==> config.mk <==
export PLATFORM = sky130hd
export DESIGN_NAME = keypad_scanner
export DESIGN_NICKNAME = d
export VERILOG_FILES = /design/src/rtl/keypad_pkg.sv /design/src/rtl/keypad_col_scan.sv /design/src/rtl/keypad_scanner.sv
export SDC_FILE = /design/constraint.sdc
export NUM_CORES = 1
export LEC_CHECK = 0
export ABC_CLOCK_PERIOD_IN_PS = 6240
export CAP_MARGIN = 25
export CORE_MARGIN = 2
export CORE_UTILIZATION = 54
export CTS_CLUSTER_DIAMETER = 50
export DETAILED_ROUTE_END_ITERATION = 10
export PLACE_DENSITY = 0.69
export SYNTH_ARGS = -nofsm -noshare
export SYNTH_HDL_FRONTEND = slang
export SYNTH_SLANG_ARGS = --single-unit
==> constraint.sdc <==
create_clock -name clk -period 6.24 [get_ports clk]
set_input_delay 1.56 -clock clk [delete_from_list [all_inputs] [get_ports clk]]
set_output_delay 1.56 -clock clk [all_outputs]
set_load 0.01 [all_outputs]
==> src/rtl/keypad_pkg.sv <==
// Shared types and default key-code map for the calculator keypad scanner.
// Codes are col*N_ROWS + row on the 4x4 layout: rows 1 4 7 C / 2 5 8 0 / 3 6 9 . / + - = ...
package keypad_pkg;

  typedef enum logic [1:0] {IDLE, PRESS_DB, HELD, REL_DB} scan_state_t;

  typedef enum logic [1:0] {NONE, SINGLE, MULTI} frame_class_t;

  localparam int unsigned KEY_W = 4;

  localparam logic [KEY_W-1:0] KEY_1    = 4'd0;
  localparam logic [KEY_W-1:0] KEY_4    = 4'd1;
  localparam logic [KEY_W-1:0] KEY_7    = 4'd2;
  localparam logic [KEY_W-1:0] KEY_2    = 4'd4;
  localparam logic [KEY_W-1:0] KEY_5    = 4'd5;
  localparam logic [KEY_W-1:0] KEY_8    = 4'd6;
  localparam logic [KEY_W-1:0] KEY_0    = 4'd7;
  localparam logic [KEY_W-1:0] KEY_3    = 4'd8;
  localparam logic [KEY_W-1:0] KEY_6    = 4'd9;
  localparam logic [KEY_W-1:0] KEY_9    = 4'd10;
  localparam logic [KEY_W-1:0] KEY_PLUS = 4'd12;
  localparam logic [KEY_W-1:0] KEY_MIN  = 4'd13;
  localparam logic [KEY_W-1:0] KEY_EQ   = 4'd14;

endpackage

==> src/rtl/keypad_col_scan.sv <==
// Column strobe ring, row synchroniser and full-matrix frame assembly.
// Emits one registered frame_done pulse per frame with its classification.
module keypad_col_scan
  import keypad_pkg::*;
#(
  parameter int unsigned N_ROWS   = 4,
  parameter int unsigned N_COLS   = 4,
  parameter int unsigned SCAN_DIV = 1000,
  parameter int unsigned CODE_W   = $clog2(N_ROWS * N_COLS)
) (
  input  logic                clk,
  input  logic                reset,
  input  logic [N_ROWS-1:0]   rows,
  output logic [N_COLS-1:0]   cols,
  output logic                frame_done,
  output frame_class_t        frame_class,
  output logic [CODE_W-1:0]   frame_code
);

  localparam int unsigned N_KEYS = N_ROWS * N_COLS;
  localparam int unsigned ACC_W  = N_KEYS - N_ROWS;
  localparam int unsigned DIV_W  = $clog2(SCAN_DIV);
  localparam int unsigned COL_W  = $clog2(N_COLS);

  logic [N_ROWS-1:0] sync1;
  logic [N_ROWS-1:0] sync2;
  logic [DIV_W-1:0]  dwell;
  logic [COL_W-1:0]  col_idx;
  logic [ACC_W-1:0]  frame_acc;
  logic [N_KEYS-1:0] frame_next;
  logic              sample;
  logic              last_col;
  logic [1:0]        ones;
  logic [CODE_W-1:0] hit;
  frame_class_t      cls;

  assign sample   = (dwell == DIV_W'(SCAN_DIV - 1));
  assign last_col = (col_idx == COL_W'(N_COLS - 1));
  // New column enters at the top, so column 0 ends up in the low bits.
  assign frame_next = {sync2, frame_acc};

  // Classify the completed frame: count set bits (saturating at 2) and remember one index.
  always_comb begin
    ones = 2'd0;
    hit  = '0;
    for (int i = 0; i < int'(N_KEYS); i++) begin
      if (frame_next[i]) begin
        hit = CODE_W'(i);
        if (ones != 2'd2) ones = ones + 2'd1;
      end
    end
    case (ones)
      2'd0:    cls = NONE;
      2'd1:    cls = SINGLE;
      default: cls = MULTI;
    endcase
  end

  always_ff @(posedge clk) begin
    if (reset) begin
      sync1       <= '0;
      sync2       <= '0;
      dwell       <= '0;
      col_idx     <= '0;
      cols        <= N_COLS'(1);
      frame_acc   <= '0;
      frame_done  <= 1'b0;
      frame_class <= NONE;
      frame_code  <= '0;
    end else begin
      sync1      <= rows;
      sync2      <= sync1;
      frame_done <= 1'b0;
      if (sample) begin
        dwell     <= '0;
        cols      <= {cols[N_COLS-2:0], cols[N_COLS-1]};
        frame_acc <= frame_next[N_KEYS-1:N_ROWS];
        if (last_col) begin
          col_idx     <= '0;
          frame_done  <= 1'b1;
          frame_class <= cls;
          frame_code  <= hit;
        end else begin
          col_idx <= col_idx + COL_W'(1);
        end
      end else begin
        dwell <= dwell + DIV_W'(1);
      end
    end
  end

endmodule

==> src/rtl/keypad_scanner.sv <==
// Matrix keypad scanner: frame-level debounce, press/release events,
// multi-key flag and optional auto-repeat on a held key.
module keypad_scanner
  import keypad_pkg::*;
#(
  parameter int unsigned N_ROWS        = 4,
  parameter int unsigned N_COLS        = 4,
  parameter int unsigned SCAN_DIV      = 1000,
  parameter int unsigned DEBOUNCE      = 4,
  parameter int unsigned REPEAT_FRAMES = 0,
  parameter int unsigned CODE_W        = $clog2(N_ROWS * N_COLS)
) (
  input  logic              clk,
  input  logic              reset,
  output logic [N_COLS-1:0] cols,
  input  logic [N_ROWS-1:0] rows,
  output logic              key_valid,
  output logic [CODE_W-1:0] key_code,
  output logic              key_held,
  output logic              key_release,
  output logic              multi_key
);

  localparam int unsigned DB_W = $clog2(DEBOUNCE + 1);
  localparam int unsigned RP_W = (REPEAT_FRAMES > 0) ? $clog2(REPEAT_FRAMES + 1) : 1;

  logic              frame_done;
  frame_class_t      frame_class;
  logic [CODE_W-1:0] frame_code;

  scan_state_t       state, state_n;
  logic [DB_W-1:0]   cnt, cnt_n, cnt_inc;
  logic [RP_W-1:0]   rep, rep_n, rep_inc;
  logic [CODE_W-1:0] cand, cand_n, code_n;
  logic              valid_n, held_n, release_n, multi_n;
  logic              single, match_cand, match_key;
  logic              do_accept, do_release;

  keypad_col_scan #(
    .N_ROWS   (N_ROWS),
    .N_COLS   (N_COLS),
    .SCAN_DIV (SCAN_DIV),
    .CODE_W   (CODE_W)
  ) u_col_scan (
    .clk         (clk),
    .reset       (reset),
    .rows        (rows),
    .cols        (cols),
    .frame_done  (frame_done),
    .frame_class (frame_class),
    .frame_code  (frame_code)
  );

  assign single     = (frame_class == SINGLE);
  assign match_cand = single && (frame_code == cand);
  assign match_key  = single && (frame_code == key_code);
  assign cnt_inc    = cnt + DB_W'(1);
  assign rep_inc    = rep + RP_W'(1);

  always_ff @(posedge clk) begin
    if (reset) begin
      state       <= IDLE;
      cnt         <= '0;
      rep         <= '0;
      cand        <= '0;
      key_valid   <= 1'b0;
      key_code    <= '0;
      key_held    <= 1'b0;
      key_release <= 1'b0;
      multi_key   <= 1'b0;
    end else begin
      state       <= state_n;
      cnt         <= cnt_n;
      rep         <= rep_n;
      cand        <= cand_n;
      key_valid   <= valid_n;
      key_code    <= code_n;
      key_held    <= held_n;
      key_release <= release_n;
      multi_key   <= multi_n;
    end
  end

  // All decisions happen on frame_done; MULTI frames never match candidate or held key.
  always_comb begin
    state_n    = state;
    cnt_n      = cnt;
    rep_n      = rep;
    cand_n     = cand;
    code_n     = key_code;
    held_n     = key_held;
    valid_n    = 1'b0;
    release_n  = 1'b0;
    multi_n    = multi_key;
    do_accept  = 1'b0;
    do_release = 1'b0;

    if (frame_done) begin
      multi_n = (frame_class == MULTI);
      unique case (state)
        IDLE: begin
          if (single) begin
            cand_n = frame_code;
            if (DEBOUNCE == 1) begin
              do_accept = 1'b1;
            end else begin
              cnt_n   = DB_W'(1);
              state_n = PRESS_DB;
            end
          end
        end
        PRESS_DB: begin
          if (match_cand) begin
            if (cnt_inc == DB_W'(DEBOUNCE)) do_accept = 1'b1;
            else                            cnt_n = cnt_inc;
          end else if (single) begin
            cand_n = frame_code;
            cnt_n  = DB_W'(1);
          end else begin
            cnt_n   = '0;
            state_n = IDLE;
          end
        end
        HELD: begin
          if (match_key) begin
            if (REPEAT_FRAMES > 0) begin
              if (rep_inc == RP_W'(REPEAT_FRAMES)) begin
                valid_n = 1'b1;
                rep_n   = '0;
              end else begin
                rep_n = rep_inc;
              end
            end
          end else if (DEBOUNCE == 1) begin
            do_release = 1'b1;
          end else begin
            cnt_n   = DB_W'(1);
            state_n = REL_DB;
          end
        end
        REL_DB: begin
          if (match_key) begin
            cnt_n   = '0;
            state_n = HELD;
          end else if (cnt_inc == DB_W'(DEBOUNCE)) begin
            do_release = 1'b1;
          end else begin
            cnt_n = cnt_inc;
          end
        end
        default: state_n = IDLE;
      endcase
    end

    if (do_accept) begin
      code_n  = cand_n;
      valid_n = 1'b1;
      held_n  = 1'b1;
      cnt_n   = '0;
      rep_n   = '0;
      state_n = HELD;
    end
    if (do_release) begin
      held_n    = 1'b0;
      release_n = 1'b1;
      cnt_n     = '0;
      state_n   = IDLE;
    end
  end

endmodule

==> results_slide.txt <==
Run Summary

Placement
  – Placement-stage cell area: 0.004552 mm²
  – Post-Place Setup Slack: 0.3291 ns
  – Total placed cells including tap cells: 635

Job
  – Max-cap violation count: 0
  – Number of warnings in the stage logs: 31

Die
  – Die Wd: 94.47 µm
  – Cell Rows: 32
  – Core footprint: 0.007848 mm²
  – Number of top-level design ports: 18
  – Chip Area: 0.008924 mm²

Power and ir drop
  – P_sw: 0.1522 mW
  – Peak ir drop on the vdd network: 0.0002109 V
  – Leakage power of the design: 1.633 nW
  – Power Combinational: 0.0237 mW
  – Combinational fraction of design power: 3.3%
  – Int Pwr: 0.5599 mW
  – Group drawing the most power: sequential cells

Global routing
  – First-pass GRT wire length: 16970 µm
  – Maximum number of pins on one net before global-route repair: 36
  – Met2 capacity usage during global routing: 39.23%
  – Met1 Use GR: 30.09%
  – Via count of the first global-routing pass: 3802
  – Combined global-route utilization of all metal layers: 22.98%

Yosys
  – FA/HA/MAJ Cells, Area Fraction: 2.831%
  – Count of library flops with an enable pin: 0
  – Main area contributors: dfxtp_1 (27%), nand2_1 (5.4%), nor2_1 (5.4%)
  – Most frequent cells after synthesis: nand2_1 (63), nor2_1 (63), dfxtp_1 (60)
  – Cell Type Count: 99
  – XOR Share, Synth: 5.068%
  – Top comb family, area: AND-OR/OR-AND gates
  – Net count after synthesis: 554
  – Share of synthesized cell area in and-or and or-and compound cells: 30.86%
  – Main flop type after synthesis: dfxtp_1
  – Mux cell area share after synthesis: 1.982%

Final timing
  – Final critical-path share of the clock period: 95.08%
  – Total Neg Setup Slack: 0 ns
  – Setup slack of the critical path after layout: 0.3072 ns
  – Relative slew slack: 53.79%
  – Final tally of setup violations: 0

Layout
  – Final-layout clock-cell area share: 3.494%
  – Non-clock buffering overhead: 4.607%
  – Biggest Area Class: multi-input combinational cells
  – Combinational share of cell area: 62.78%
  – Top logic cells by instance count in the layout: nor2_1 (63), nand2_1 (62), dfxtp_1 (60)
  – Layout Cell Area excl Fill: 0.004835 mm²
  – NumNets Final: 563
  – Antenna diode instance count: 0
  – Multi-input logic cell count: 431
  – Multi-input logic area: 0.003035 mm²
  – Top reg by flops: u_col_scan.frame_acc
  – Largest registers in the final layout: u_col_scan.frame_acc (12), u_col_scan.dwell (10)
  – Number of flip-flops under the largest register name: 12
  – Layout cells sized above 1: 15.06%
  – Fillers: 726

Min path
  – Worst hold path startpoint: u_col_scan.sync1[1]
  – Hold worst-path end: u_col_scan.sync2[1]
  – Worst Hold Path Cells: 1
  – Min-delay worst type: reg -> reg

Worst setup path
  – Crit Reg-Reg Startpoint: u_col_scan.frame_acc[1]
  – Worst path buffer plus inverter count: 2
  – Cells traversed along the worst timing path: inv_1 > ha_1 > nor4b_4 > nor4_4 > buf_4 > a41o_2 > a21o_1 > o21ai_1 > a221oi_2 > a21oi_2 > or4_4 > a32oi_4 > nor3_2 > xnor2_1 > a211oi_4 > nor3_1 > a211oi_1 > a21oi_1 > o32a_1 > ha_1 > o21ai_1 > o211a_1 > o211ai_1 > o211ai_2
  – Largest fanout of any net on the critical path: 8
  – WP data arrival: 6.19 ns
  – Length in cells of the worst reg-to-reg path: 24
  – Category of the worst setup path launch point: flip-flop
  – Largest stage delay, worst path: 0.54 ns
  – Number of logic stages on the critical path including buffering: 24
  – Worst r2r dst: u_col_scan.frame_class[0]
  – Category of the critical setup timing path: reg -> reg

CTS
  – H-tree depth: 3
  – Number of buffers inserted for hold repair after clock tree synthesis: 0
  – Post-CTS setup-driven buffer insertion count: 0
  – Deepest clock path buffer count: 2
  – Root buf cell: clkbuf_8
  – Total clock buffers created by CTS: 9
  – Clock tree from TritonCTS: yes

Routing
  – First drt pass iteration count: 4
  – Routed len/inst: 15.00 µm
  – Post-route met1 wirelength: 4623 µm
  – Number of remaining DRC errors: 0
  – Violation count after the first detailed-routing iteration: 234
  – DR vias: 3943
  – Ratio of routed vias to standard cells: 6.038
  – Routed Wire Length: 9798 µm

Outcome
  – Result of the run: completed
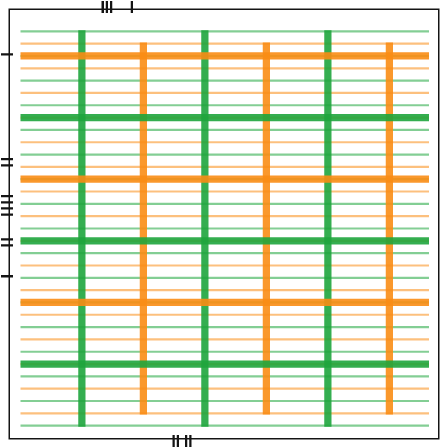
power_grid.png
Pins as bars on the die edge.
- VSS: green
- VDD: orange
- signal pins: 18
- met1 rails: 33
- met4 straps: 6
- rows: 32
- met5 straps: 6

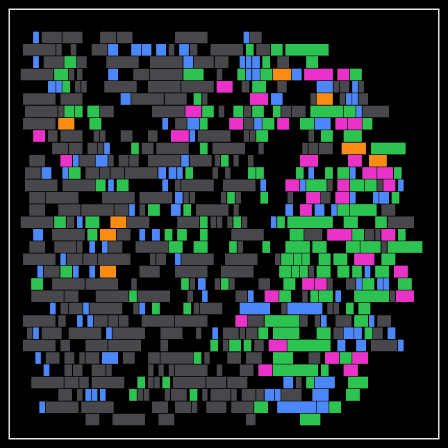
logic_types.png
- non-inverting ao/oa cells: magenta (cells 36)
- aoi and oai cells: green (cells 133)
- nor cells: blue (cells 107; where spread over the die)
- mux cells: orange (cells 8)
most common library cell in the layout ignoring fill and taps: nor2_1
tally of non-filler cells in the final layout: 653

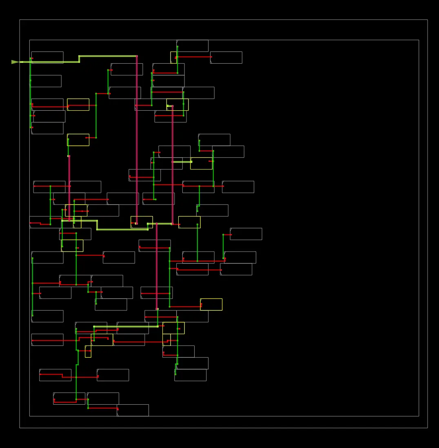
clocks.png
clock buffers: 13
worst skew pair latency: 0.33 ns
clock sink count: 60

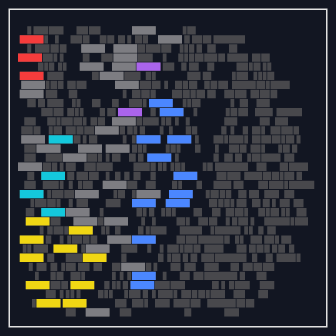
flops_by_reg.png
Other sequential cells in the stronger gray, the rest of the logic in the fainter gray.
- `u_col_scan.frame_acc`: blue (sequential cells 12)
- `key_code`: cyan (sequential cells 4; where middle left)
- `u_col_scan.dwell`: yellow (sequential cells 10; where lower left)
- `u_col_scan.frame_class`: purple (sequential cells 2)
- `cnt`: red (sequential cells 3)
sequential logic power: 0.391 mW
post-layout utilization of the core: 61.61%
share of cell area taken by flip-flops and latches: 24.84%

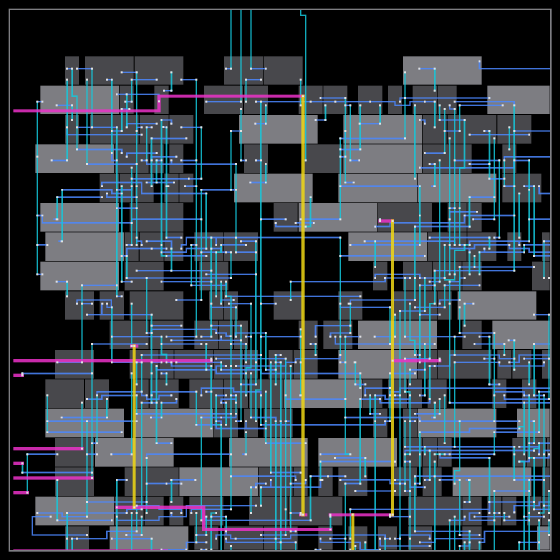
detail.png
Region (0, 44) to (50, 94) µm. Cells in gray, sequential cells in the stronger gray; small squares are vias.
- metal 1: blue
- metal 2: cyan
- metal 3: magenta
- metal 4: yellow
- netlist names of flops here include: `u_col_scan.frame_acc` (4), `u_col_scan.sync1` (4), `u_col_scan.sync2` (4)
- cells with their middle in the window: 168
- most frequent: dfxtp_1 (30), nand2_1 (20), nor2_1 (14)
- sequential cells in the window: 30

No activity file was given, so power comes from the tool's default toggle rates.
